### config.mk
export PLATFORM = sky130hd
export DESIGN_NAME = srwpl_seq_ctrl
export DESIGN_NICKNAME = d
export VERILOG_FILES = /design/src/rtl/srwpl_seq_ctrl.sv
export SDC_FILE = /design/constraint.sdc
export NUM_CORES = 1
export LEC_CHECK = 0
export CELL_PAD_IN_SITES_DETAIL_PLACEMENT = 1
export CELL_PAD_IN_SITES_GLOBAL_PLACEMENT = 2
export CORE_MARGIN = 1.5
export CORE_UTILIZATION = 26
export CTS_CLUSTER_DIAMETER = 50
export DETAILED_ROUTE_END_ITERATION = 8
export PLACE_DENSITY_LB_ADDON = 0.1
export SETUP_SLACK_MARGIN = 0.05
export SLEW_MARGIN = 20
export SYNTH_ARGS = -nofsm -noshare
export SYNTH_HDL_FRONTEND = slang
export SYNTH_SLANG_ARGS = --single-unit
export TNS_END_PERCENT = 1
### constraint.sdc
create_clock -name clk -period 1.95 [get_ports clk]
set_input_delay 0.195 -clock clk [delete_from_list [all_inputs] [get_ports clk]]
set_output_delay 0.195 -clock clk [all_outputs]
set_load 0.01 [all_outputs]
### src/rtl/srwpl_seq_ctrl.sv
// srwpl_seq_ctrl: command sequencer for a universal shift register
// (hold / load / shift-left / shift-right).
// Optional build macro SRWPL_ROTATE_EN adds cmd_rot and sr_q ports so a
// shift can recirculate the register's own end bit instead of cmd_fill.
module srwpl_seq_ctrl #(
    parameter int unsigned WIDTH = 32,
    parameter int unsigned AMT_W = 6
) (
    input  logic             clk,
    input  logic             rst_n,
    input  logic             cmd_valid,
    output logic             cmd_ready,
    input  logic [1:0]       cmd_op,
    input  logic [AMT_W-1:0] cmd_amt,
    input  logic             cmd_fill,
    input  logic [WIDTH-1:0] cmd_data,
    input  logic             abort,
`ifdef SRWPL_ROTATE_EN
    input  logic             cmd_rot,
    input  logic [WIDTH-1:0] sr_q,
`endif
    output logic [1:0]       sr_sel,
    output logic             sr_il,
    output logic             sr_ir,
    output logic [WIDTH-1:0] sr_d,
    output logic             busy,
    output logic             done,
    output logic             aborted,
    output logic [AMT_W-1:0] remaining
);

    localparam logic [1:0] OP_NOP  = 2'b00;
    localparam logic [1:0] OP_LOAD = 2'b01;
    localparam logic [1:0] OP_SHL  = 2'b10;
    localparam logic [1:0] OP_SHR  = 2'b11;

    localparam logic [AMT_W-1:0] AMT_LIMIT = AMT_W'(WIDTH);
    localparam logic [AMT_W-1:0] AMT_ONE   = AMT_W'(1);

    typedef enum logic [1:0] {
        IDLE = 2'b00,
        EXEC = 2'b01,
        DONE = 2'b10
    } state_t;

    state_t           state, state_nx;
    logic [1:0]       op_q, op_nx;
    logic             fill_q, fill_nx;
    logic             il_q, il_nx;
    logic             ir_q, ir_nx;
    logic [1:0]       sel_nx;
    logic [WIDTH-1:0] d_nx;
    logic             busy_nx, done_nx, aborted_nx;
    logic [AMT_W-1:0] rem_nx;
    logic [AMT_W-1:0] amt_eff;

    assign cmd_ready = (state == IDLE);
    assign amt_eff   = (cmd_amt > AMT_LIMIT) ? AMT_LIMIT : cmd_amt;

`ifdef SRWPL_ROTATE_EN
    logic rot_q, rot_nx;

    // Rotate mode feeds the live register end bit straight back in.
    always_comb begin
        sr_ir = ir_q;
        sr_il = il_q;
        if (rot_q && (sr_sel == OP_SHL)) sr_ir = sr_q[WIDTH-1];
        if (rot_q && (sr_sel == OP_SHR)) sr_il = sr_q[0];
    end
`else
    assign sr_ir = ir_q;
    assign sr_il = il_q;
`endif

    // Next-state and next-output decode; all outputs are registered below.
    always_comb begin
        state_nx   = state;
        op_nx      = op_q;
        fill_nx    = fill_q;
        sel_nx     = 2'b00;
        il_nx      = 1'b0;
        ir_nx      = 1'b0;
        d_nx       = sr_d;
        done_nx    = 1'b0;
        aborted_nx = 1'b0;
        rem_nx     = '0;
`ifdef SRWPL_ROTATE_EN
        rot_nx     = rot_q;
`endif
        unique case (state)
            IDLE: begin
                if (cmd_valid) begin
                    op_nx   = cmd_op;
                    fill_nx = cmd_fill;
`ifdef SRWPL_ROTATE_EN
                    rot_nx  = cmd_rot;
`endif
                    if (cmd_op == OP_LOAD) begin
                        state_nx = EXEC;
                        sel_nx   = OP_LOAD;
                        d_nx     = cmd_data;
                    end else if (cmd_op != OP_NOP && amt_eff != '0) begin
                        state_nx = EXEC;
                        sel_nx   = cmd_op;
                        rem_nx   = amt_eff;
                        ir_nx    = (cmd_op == OP_SHL) & cmd_fill;
                        il_nx    = (cmd_op == OP_SHR) & cmd_fill;
                    end else begin
                        state_nx = DONE;
                        done_nx  = 1'b1;
                    end
                end
            end
            EXEC: begin
                // remaining holds the cycle count including the current one,
                // so a LOAD (remaining 0) and the last shift both end here.
                if (abort) begin
                    state_nx   = IDLE;
                    aborted_nx = 1'b1;
                end else if (remaining > AMT_ONE) begin
                    sel_nx = op_q;
                    rem_nx = remaining - AMT_ONE;
                    ir_nx  = (op_q == OP_SHL) & fill_q;
                    il_nx  = (op_q == OP_SHR) & fill_q;
                end else begin
                    state_nx = DONE;
                    done_nx  = 1'b1;
                end
            end
            DONE: begin
                state_nx = IDLE;
            end
            default: begin
                state_nx = IDLE;
            end
        endcase
        busy_nx = (state_nx != IDLE);
    end

    // State register.
    always_ff @(posedge clk or negedge rst_n) begin
        if (!rst_n) state <= IDLE;
        else        state <= state_nx;
    end

    // Registered outputs and latched command fields.
    always_ff @(posedge clk or negedge rst_n) begin
        if (!rst_n) begin
            op_q      <= 2'b00;
            fill_q    <= 1'b0;
            sr_sel    <= 2'b00;
            il_q      <= 1'b0;
            ir_q      <= 1'b0;
            sr_d      <= '0;
            busy      <= 1'b0;
            done      <= 1'b0;
            aborted   <= 1'b0;
            remaining <= '0;
`ifdef SRWPL_ROTATE_EN
            rot_q     <= 1'b0;
`endif
        end else begin
            op_q      <= op_nx;
            fill_q    <= fill_nx;
            sr_sel    <= sel_nx;
            il_q      <= il_nx;
            ir_q      <= ir_nx;
            sr_d      <= d_nx;
            busy      <= busy_nx;
            done      <= done_nx;
            aborted   <= aborted_nx;
            remaining <= rem_nx;
`ifdef SRWPL_ROTATE_EN
            rot_q     <= rot_nx;
`endif
        end
    end

endmodule

Figure 1. Sequential cells grouped by signal name.
Other sequential cells in the stronger gray, the rest of the logic in the fainter gray.
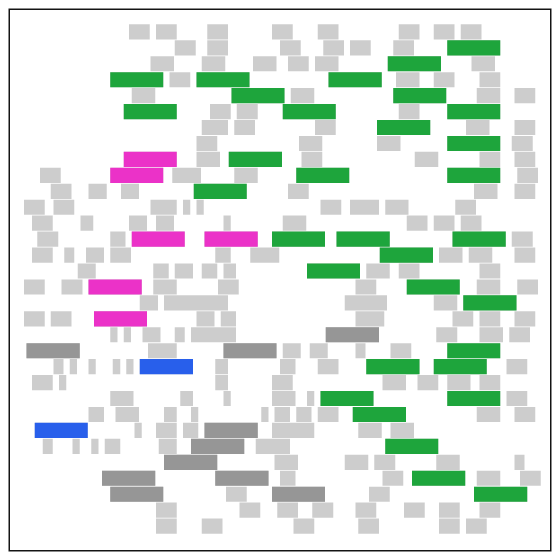
magenta -> `remaining`  # placed flops 6, where west
blue -> `op_q`  # placed flops 2
green -> `sr_d`  # placed flops 32
Final Util: 0.4210
Seq area share: 0.3846
register area: 0.001251 mm^2
Seq power: 1.71 mW

Figure 2. Routing congestion.
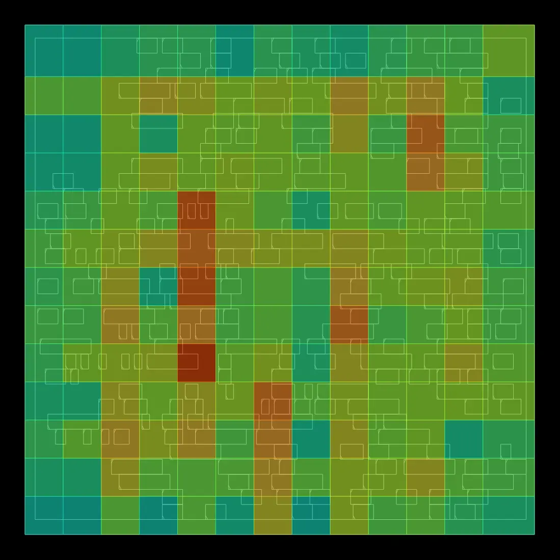
drt wl/cell: 14.81 um
GRT met3 Usage: 0.03151
gr usage total: 0.1252

Figure 3. Metal 2.
Cells faint in the background.
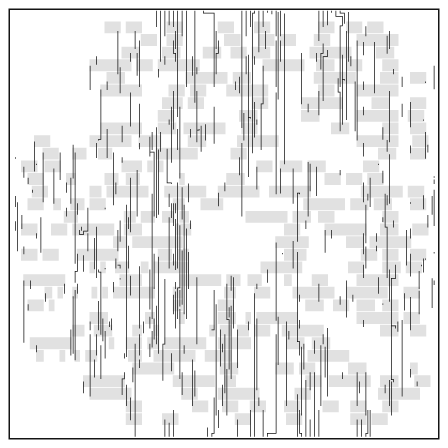
main direction = vertical
nets with wire on the layer = 268
longest straight run = 32.6 um
share of all routed wire = 46%
wire length on this layer = 2,370 um
GR Layer Usage met2: 0.1870
WL final: 5139 um
DR vias: 1,531

Figure 4. Gate families picked out.
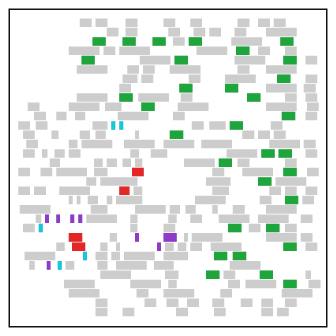
red -> AND-OR and OR-AND gates  # cells 4
purple -> NAND gates  # cells 8
green -> multiplexers  # cells 32
cyan -> inverters  # cells 5
Top cell excl fill/tap: clkdlybuf4s50_1
logic share of the area: 0.2358

==> impl_metrics.py <==
# Auto-generated metrics
metrics = {
    "timing": {
        "maxSlewHeadroom": 0.6572,
        "max_freq_mhz": 578.9,
        "min_period_ps": 1727,
        "setup_viol": 0,
        "post-route-period-util": 0.8858,
        "rsz0062_at_grt": "false",
        "fin_skew_ps": 10.73,
        "hold_viol": 0,
        "tightest_slew_ps": 513.0,
        "fin_ws_ps": 222.7,
        "slew_viol_final": 0,
    },
    "setup_path": {
        "r2r_cells": 4,
        "endpoint_kind": "flip-flop",
        "r2r-end": "sr_d[26]",
        "crit_arrival_ps": 1920,
        "worstPathRequired_ps": 2150,
        "worstPathMaxFanout": 32,
        "start_kind": "flip-flop",
        "critical_path_class": "flip-flop to flip-flop",
        "critPathLaunch": "state[1]",
        "rr_startpoint": "state[1]",
        "reg2reg_slack_ps": 220,
    },
    "clock_network": {
        "clk_pin_slew_worst_paths_ps": 90,
        "cts_tree": "built",
        "cts-root-buf": "clkbuf_8",
        "worst_skew_pair.late_latency_ps": 310,
        "cts.path.max_buffers": 2,
        "clkSinkCount": 50,
        "cts_setup_buffers": 0,
        "ctsHtreeMaxLevel": 2,
        "numCtsBuffers": 5,
    },
    "floorplan": {
        "core_util_floorplan": 0.2673,
        "core_mm2": 0.007727,
        "placementRows": 32,
        "die_h_um": 92.14,
        "io_pins": 91,
    },
    "place": {
        "placed_cells": 338,
        "gp_congestion": 0.6777,
        "place_area_mm2": 0.003122,
        "pre_cts_ws_ps": -16.82,
        "portBuffers": 90,
        "dp_hpwl_um": 3742,
    },
    "job": {
        "tool_warnings": 27,
        "drv_cap": 0,
    },
    "route": {
        "avgViaCountPerCell": 4.412,
        "ant_nets": 0,
        "first_pass_iters": 4,
        "drc_errors": 0,
    },
    "cells_and_area": {
        "syn_to_final_growth_pct": 57.48,
        "fin_nets": 291,
        "drive_gt1_frac": 0.2122,
        "insertedDiodeCount": 0,
        "fin_area_mm2": 0.003253,
        "finalNonFillerCells": 347,
    },
    "synthesis": {
        "synth.logic.top_family": "multiplexers",
        "synthCells": 144,
        "yosysTopAreaCellShare": 0.6057,
        "area_leaders": "dfrtp_1 (61%), mux2_2 (16%), o2bb2ai_1 (2.1%)",
        "avgSynthCellArea_um2": 14.35,
        "synthAoiAreaFrac": 0.08601,
        "ys_ff": 50,
        "muxShareOfSynthArea": 0.1744,
        "syn-cell-area_mm2": 0.002066,
        "ys_types": 35,
        "synthAdderAreaFrac": 0.01211,
        "yosys_warnings": 0,
        "simple_gate_share": 0.08177,
        "yosys_cells": 144,
        "xor_share": 0.01272,
        "synth_nets": 191,
        "synth.largest_area_cell": "dfrtp_1",
        "yosysSeqAreaShare": 0.6057,
        "synth-area-yosys_mm2": 0.002066,
    },
    "global_routing": {
        "grt_pass1_vias": 1573,
        "grt_first_pass_wirelength_um": 8183,
        "grt_remaining_overflow": 0,
        "antenna_found_initial": 0,
        "grt_max_degree": 33,
    },
    "power_and_ir_drop": {
        "power_density_mw_per_mm2": 1329,
        "fin_total_pwr_mw": 4.325,
        "peakVddDrop_v": 0.0004767,
        "p_leak_nw": 1.340,
    },
    "min_path": {
        "hold_class": "input pin to asynchronous set/reset pin",
    },
    "run_status": {
        "status": "finished clean",
    },
}
## kinds of logic after synthesis
kind of cell,after synthesis
adder cells (fa/ha/maj),2
AND-OR/OR-AND,22
flip-flops,50
XOR/XNOR,3
multiplexers,32
buffers and inverters,9
AND/OR/NAND/NOR,26
## cell usage in the layout, fill, tap and decap left out, types with 2 or more instances in the layout
cell	count
a2111o_1	2
buf_12	2
buf_4	4
clkbuf_8	5
clkdlybuf4s50_1	89
dfrtp_1	50
ha_1	2
inv_1	5
mux2_1	2
mux2_2	30
nand2_1	7
nor2_1	5
nor3b_1	2
o21ai_0	2
o22ai_1	2
o2bb2ai_1	5
o31ai_1	4
xnor2_1	3
## critical path: stages (launching register included)
cell	delay [ps]
dfrtp_1	440
or3b_4	410
nor3_4	160
buf_12	230
mux2_2	360
## cell type report
class	count	area, um^2
Fill cell	832	4474
Timing Repair Buffer	97	975.9
Inverter	5	18.77
Tap cell	102	127.6
Sequential cell	50	1251
Clock buffer	5	68.82
Multi-Input combinational cell	85	767.0
Clock inverter	3	43.79
## power by group
part           leakage, nW  internal [mW]  switching [mW]  total [mW]
logic                0.665           1.18           0.687        1.86
clock network       0.0585          0.385           0.368       0.753
registers            0.617           1.47           0.242        1.71
## worst max-delay path by stage
stage	to	slack [ps]
floorplan	sr_d[10]	280
finish	sr_d[26]	220
CTS	sr_d[24]	210
global placement	sr_d[11]	-2
global route	sr_d[30]	150
detailed placement	sr_d[13]	-20
## sequential cells by signal (all words and copies together), names as in the netlist
name / cells
sr_ir: 1
remaining: 6
state: 2
busy: 1
op_q: 2
fill_q: 1
aborted: 1
sr_sel: 2
sr_il: 1
sr_d: 32
done: 1
## cell usage after synthesis
cell type / n
a21oi_1: 1
nor3b_1: 2
xnor2_1: 3
o31ai_1: 4
nand4bb_1: 1
or3b_4: 1
nor3_4: 1
or3_4: 1
or3b_2: 1
a31o_2: 1
or3_2: 1
nor4_1: 1
or3_1: 1
o21ai_0: 2
a31oi_1: 1
mux2_1: 2
nor3_1: 1
o31ai_2: 1
mux2_2: 30
a22oi_1: 1
o2bb2a_1: 1
and3_1: 1
inv_1: 5
o32ai_1: 1
clkbuf_1: 1
dfrtp_1: 50
and3b_1: 1
a2111o_1: 2
ha_1: 2
nand2_1: 7
o2bb2ai_1: 5
nor4bb_1: 1
o22ai_1: 2
buf_6: 3
nor2_1: 5
## repair_timing
item	4_1_cts	5_1_grt
endpoints found under the setup margin	2	0
hold buffers	1	0
gates resized	1	0
endpoints found under the hold margin	19	0
## layer usage
metal,track usage,wire length (um)
met1,0.1740,2423
met2,0.1870,2373
met3,0.03151,284
met4,0.04615,58
met5,0,0
## through the flow
stage                     TNS [ps]  hold slack, ps
after floorplan                  0          -100.6
after global placement      -11.33           190.0
after detailed placement    -193.0           200.5
after CTS                        0           391.8
after global routing             0           428.8
final                            0           376.9
Power figures rest on the tool's default switching activity, not on a simulated workload.
